File: config.mk
export PLATFORM = sky130hd
export DESIGN_NAME = pipe_hazard_ctrl
export DESIGN_NICKNAME = d
export VERILOG_FILES = /design/src/rtl/pipe_pkg.sv /design/src/rtl/pipe_hazard_ctrl_md_busy_tracker.sv /design/src/rtl/pipe_hazard_ctrl.sv
export SDC_FILE = /design/constraint.sdc
export NUM_CORES = 1
export LEC_CHECK = 0
export CORE_MARGIN = 8
export CORE_UTILIZATION = 33
export CTS_BUF_LIST = sky130_fd_sc_hd__clkbuf_4 sky130_fd_sc_hd__clkbuf_8
export DETAILED_ROUTE_END_ITERATION = 7
export GPL_ROUTABILITY_DRIVEN = 0
export PLACE_DENSITY_LB_ADDON = 0.25
export SLEW_MARGIN = 30
export SYNTH_ARGS = -nofsm -noshare
export SYNTH_HDL_FRONTEND = slang
export SYNTH_SLANG_ARGS = --single-unit
File: constraint.sdc
create_clock -name clk -period 1.3 [get_ports clk]
set_input_delay 0.13 -clock clk [delete_from_list [all_inputs] [get_ports clk]]
set_output_delay 0.13 -clock clk [all_outputs]
set_load 0.1 [all_outputs]
File: src/rtl/pipe_pkg.sv
// Shared pipeline constants: Tuse/Tnew encoding, register zero,
// default mult/div latencies and the RAW hazard compare helper.
package pipe_pkg;

  localparam int T_W = 2;
  typedef logic [T_W-1:0] tval_t;

  localparam tval_t TUSE_NONE = 2'd3;
  localparam logic [4:0] REG_ZERO = 5'd0;

  localparam int MULT_CYCLES_DEF = 5;
  localparam int DIV_CYCLES_DEF = 10;
  localparam int CNT_W_DEF = 4;

  // A source register is hazardous when a producer in E or M
  // will not have its result forwardable by the time D needs it.
  // TUSE_NONE (3) is never below any Tnew, so unread sources drop out.
  function automatic logic reg_haz(
    input logic [4:0] src,
    input tval_t tuse,
    input logic [4:0] e_wa,
    input tval_t e_tnew,
    input logic [4:0] m_wa,
    input tval_t m_tnew
  );
    logic e_hit;
    logic m_hit;
    e_hit = (src == e_wa) && (tuse < e_tnew);
    m_hit = (src == m_wa) && (tuse < m_tnew);
    return (src != REG_ZERO) && (e_hit || m_hit);
  endfunction

endpackage

File: src/rtl/pipe_hazard_ctrl_md_busy_tracker.sv
// Mult/div busy tracker: down-counter loaded when a mult/div leaves E.
// Ports: clk, reset, e_md_start, e_md_is_div in; md_busy, md_cnt out.
module md_busy_tracker
  import pipe_pkg::*;
#(
  parameter int MULT_CYCLES = MULT_CYCLES_DEF,
  parameter int DIV_CYCLES = DIV_CYCLES_DEF,
  parameter int CNT_W = CNT_W_DEF
) (
  input  logic             clk,
  input  logic             reset,
  input  logic             e_md_start,
  input  logic             e_md_is_div,
  output logic             md_busy,
  output logic [CNT_W-1:0] md_cnt
);

  logic [CNT_W-1:0] cnt_q;
  logic [CNT_W-1:0] cnt_d;

  // A new start always reloads, even if the old count has not
  // drained; the counter saturates at zero.
  always_comb begin
    cnt_d = cnt_q;
    if (e_md_start) begin
      cnt_d = e_md_is_div ? CNT_W'(DIV_CYCLES)
                          : CNT_W'(MULT_CYCLES);
    end else if (cnt_q != '0) begin
      cnt_d = cnt_q - 1'b1;
    end
  end

  always_ff @(posedge clk) begin
    if (reset) begin
      cnt_q <= '0;
    end else begin
      cnt_q <= cnt_d;
    end
  end

  assign md_busy = e_md_start || (cnt_q != '0);
  assign md_cnt = cnt_q;

endmodule

File: src/rtl/pipe_hazard_ctrl.sv
// Stall/flush controller: Tuse/Tnew RAW hazards plus mult/div busy.
// Ports: D/E/M register info in; stall_pc, stall_fd, flush_de,
// md_busy, md_cnt out. PIPE_HAZARD_PERF_EN adds perf stall counters.
module pipe_hazard_ctrl
  import pipe_pkg::*;
#(
  parameter int MULT_CYCLES = MULT_CYCLES_DEF,
  parameter int DIV_CYCLES = DIV_CYCLES_DEF,
  parameter int CNT_W = CNT_W_DEF
) (
  input  logic             clk,
  input  logic             reset,
  input  logic [4:0]       d_rs,
  input  logic [4:0]       d_rt,
  input  logic [1:0]       d_tuse_rs,
  input  logic [1:0]       d_tuse_rt,
  input  logic             d_uses_md,
  input  logic [4:0]       e_wa,
  input  logic [1:0]       e_tnew,
  input  logic [4:0]       m_wa,
  input  logic [1:0]       m_tnew,
  input  logic             e_md_start,
  input  logic             e_md_is_div,
  output logic             stall_pc,
  output logic             stall_fd,
  output logic             flush_de,
  output logic             md_busy,
  output logic [CNT_W-1:0] md_cnt
`ifdef PIPE_HAZARD_PERF_EN
  ,
  output logic [31:0]      perf_stall_cnt,
  output logic [31:0]      perf_md_stall_cnt
`endif
);

  logic rs_haz;
  logic rt_haz;
  logic md_stall;
  logic stall;

  md_busy_tracker #(
    .MULT_CYCLES(MULT_CYCLES),
    .DIV_CYCLES (DIV_CYCLES),
    .CNT_W      (CNT_W)
  ) u_md (
    .clk        (clk),
    .reset      (reset),
    .e_md_start (e_md_start),
    .e_md_is_div(e_md_is_div),
    .md_busy    (md_busy),
    .md_cnt     (md_cnt)
  );

  always_comb begin
    rs_haz = reg_haz(d_rs, d_tuse_rs, e_wa, e_tnew,
                     m_wa, m_tnew);
    rt_haz = reg_haz(d_rt, d_tuse_rt, e_wa, e_tnew,
                     m_wa, m_tnew);
    md_stall = d_uses_md && md_busy;
    stall = rs_haz || rt_haz || md_stall;
  end

  // Pipeline registers sample these at the next edge, so they stay
  // combinational; reset masks them so no stale hazard freezes PC.
  assign stall_pc = stall && !reset;
  assign stall_fd = stall && !reset;
  assign flush_de = stall && !reset;

`ifdef PIPE_HAZARD_PERF_EN
  logic [31:0] perf_stall_q;
  logic [31:0] perf_stall_d;
  logic [31:0] perf_md_q;
  logic [31:0] perf_md_d;

  always_comb begin
    perf_stall_d = perf_stall_q + {31'd0, stall};
    perf_md_d = perf_md_q + {31'd0, md_stall};
  end

  always_ff @(posedge clk) begin
    if (reset) begin
      perf_stall_q <= '0;
      perf_md_q <= '0;
    end else begin
      perf_stall_q <= perf_stall_d;
      perf_md_q <= perf_md_d;
    end
  end

  assign perf_stall_cnt = perf_stall_q;
  assign perf_md_stall_cnt = perf_md_q;
`endif

endmodule

Figure 1. Cell placement.
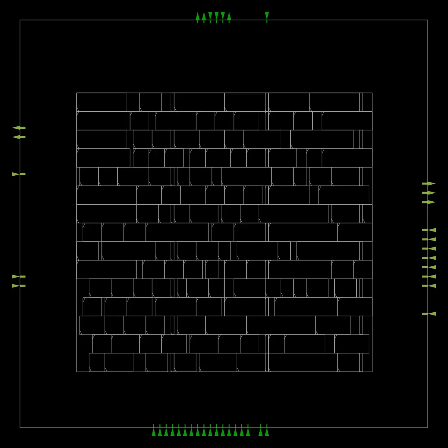
Rows: 15
Core Util, Final: 91.0%
core area: 0.00176 sq mm

Figure 2. Sizing map.
Drawn at 6 px/um.
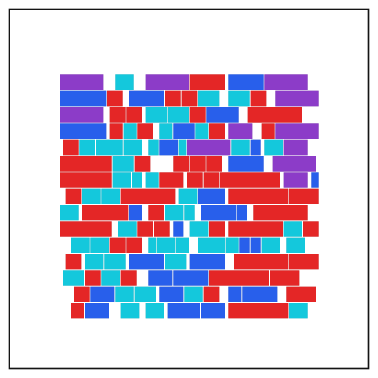
legend:
  x6 and larger:
    color: purple
    cells: 11
    share: 8.0%
  x2:
    color: blue
    cells: 28
    share: 20%
  x1 and smaller:
    color: cyan
    cells: 48
    share: 35%
  x3 and x4:
    color: red
    cells: 51
    share: 37%
Design Area, Final: 0.00161 sq mm
count of non-CTS buffers in the layout: 65
Final WS setup: -0.666 ns

==> impl_metrics.tcl <==
# metrics dict for downstream scripts
set metrics [dict create \
    met2_length_mm 2.12 \
    dpl.hpwl_mm 2.10 \
    top_power_group "combinational cells" \
    outcome "finished with violations" \
    final-hold-violation-count 0 \
    irDropWorstVdd_v 0.000847 \
    logic_gate_count 60 \
    fin_crit_ns 1.97 \
    path_max_fanout 3 \
    numPlacedInstances 155 \
    path_depth 7 \
    grt_pass1_wl_mm 5.40 \
    first_global_vias 996 \
    clkCellAreaFrac_pct 1.87 \
    inverters_excl_clock 5 \
    cts_setup_buffers 3 \
    cp_slowest_stage_delay_ns 0.34 \
    grt_max_degree 6 \
    cts.clk_slew.worst_paths_ns 0.05 \
    boundaryPins 41 \
    sw_frac_of_total_pct 47.2 \
    drive_above_1_share_pct 65.2 \
    synth-simple-area-share_pct 20.9 \
    skew_ns 0.000405 \
    fin_ws_ns -0.666 \
    topCombFamilyByArea "XOR/XNOR gates" \
    worstPathRequired_ns 1.17 \
    ys_types 24 \
    clock_buffers 4 \
    ys_area_sq_um 628 \
    area_growth_pct 156 \
    clockBufferDepth 2 \
    crit_arrival_ns 1.84 \
    syn_area_per_cell_sq_um 8.85 \
    rsz0062_at_grt "true" \
    busiest_layer "met2" \
    largest_cell_class "multi-input combinational cells" \
    dr.max_layer_used "met4" \
    cts_resized 100 \
    antenna_found_initial 0 \
    crit_end "stall_fd" \
    total_power_uw 1340 \
    synthesis.instances 71 \
    die_w_um 59.6 \
    hold_buffers 0 \
    whs_endpoint "u_md.md_cnt[1]" \
    flop_cell "dfxtp_1" \
    pre_cts_slack_ns -0.918 \
    flops 4 \
    fin_crit_sh_pct 151 \
    synth_top_area_share_pct 19.5 \
    fmax_ghz 0.509 \
    edf_count 0 \
    firstDrtPassIters 4 \
    violations "setup timing" \
    drc_errors 0 \
    adder_share_pct 12.0 \
    wl_met1_mm 1.38 \
    whs_ns 0.695 \
    ys_ff 4 \
    grtUsageMet2_pct 38.8 \
    clock.latency.late_pin_ns 0.24 \
    path_class "in2out" \
    viasPerCell 5.46 \
    pg_seq_uw 170 \
    max_slew_margin_pct 76.7 \
    numClockSinks 4 \
    combPwrFrac_pct 71.8 \
    routedWlPerCell_um 24.2 \
    seq-cell-share_pct 5.61 \
    cts_tree "yes" \
    clock_net_power_uw 209 \
    ys_cells 71 \
    fp_nets 110 \
    crit_buf_inv 2 \
    largest_register_ffs 4 \
    synthArstFlopShare_pct 0 \
    clkPwrFrac_pct 15.5 \
    drv_slew 0 \
    endpoint_kind "primary output" \
    final-nonclk-buf-share_pct 40.1 \
    met3_usage_pct 2.39 \
    layout_top_cell "buf_4" \
    start_kind "input pin" \
    clock-root-buffer "clkbuf_4" \
    drt_iter0_drc 40 \
    netlist_area_sq_um 628 \
    regToRegStartpoint "u_md.md_cnt[0]" \
    comb_area_sq_um 779 \
    fin_cells 163 \
    internal_power_uw 710 \
    crit_path_start "d_rs[0]" \
    finalSetupViolCount 7 \
    final_cell_mix "buf_4 (24), xnor2_1 (11), dlygate4sd2_1 (11), buf_12 (8)" \
    reg2reg_slack_ns -0.41 \
    route.antenna.remaining_nets 0 \
    nWellTaps 25 \
]
Figure 3. Metal 1.
Drawn at 10 px/um. Supply wires on this layer in gray. Cells faint in the background.
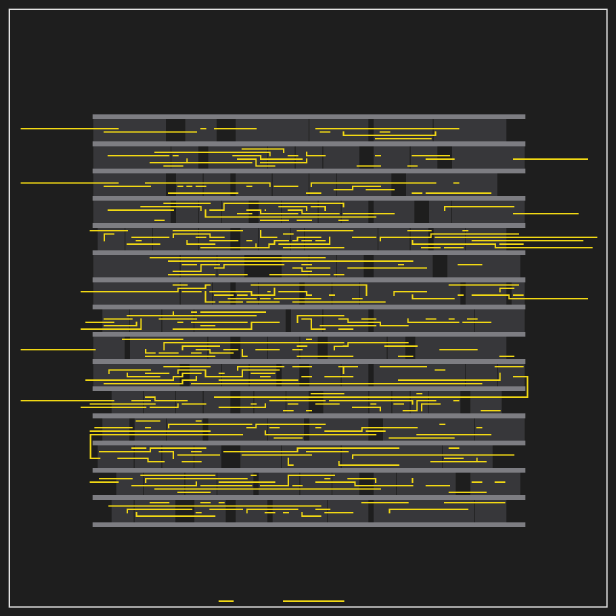
main direction: horizontal
wire length on this layer: 1,380 um
longest straight run: 31.3 um
nets with wire on the layer: 159
share of all routed wire: 35%
GR met1 Demand/Resource: 22.3%
final wirelength: 3.95 mm
Vias: 890

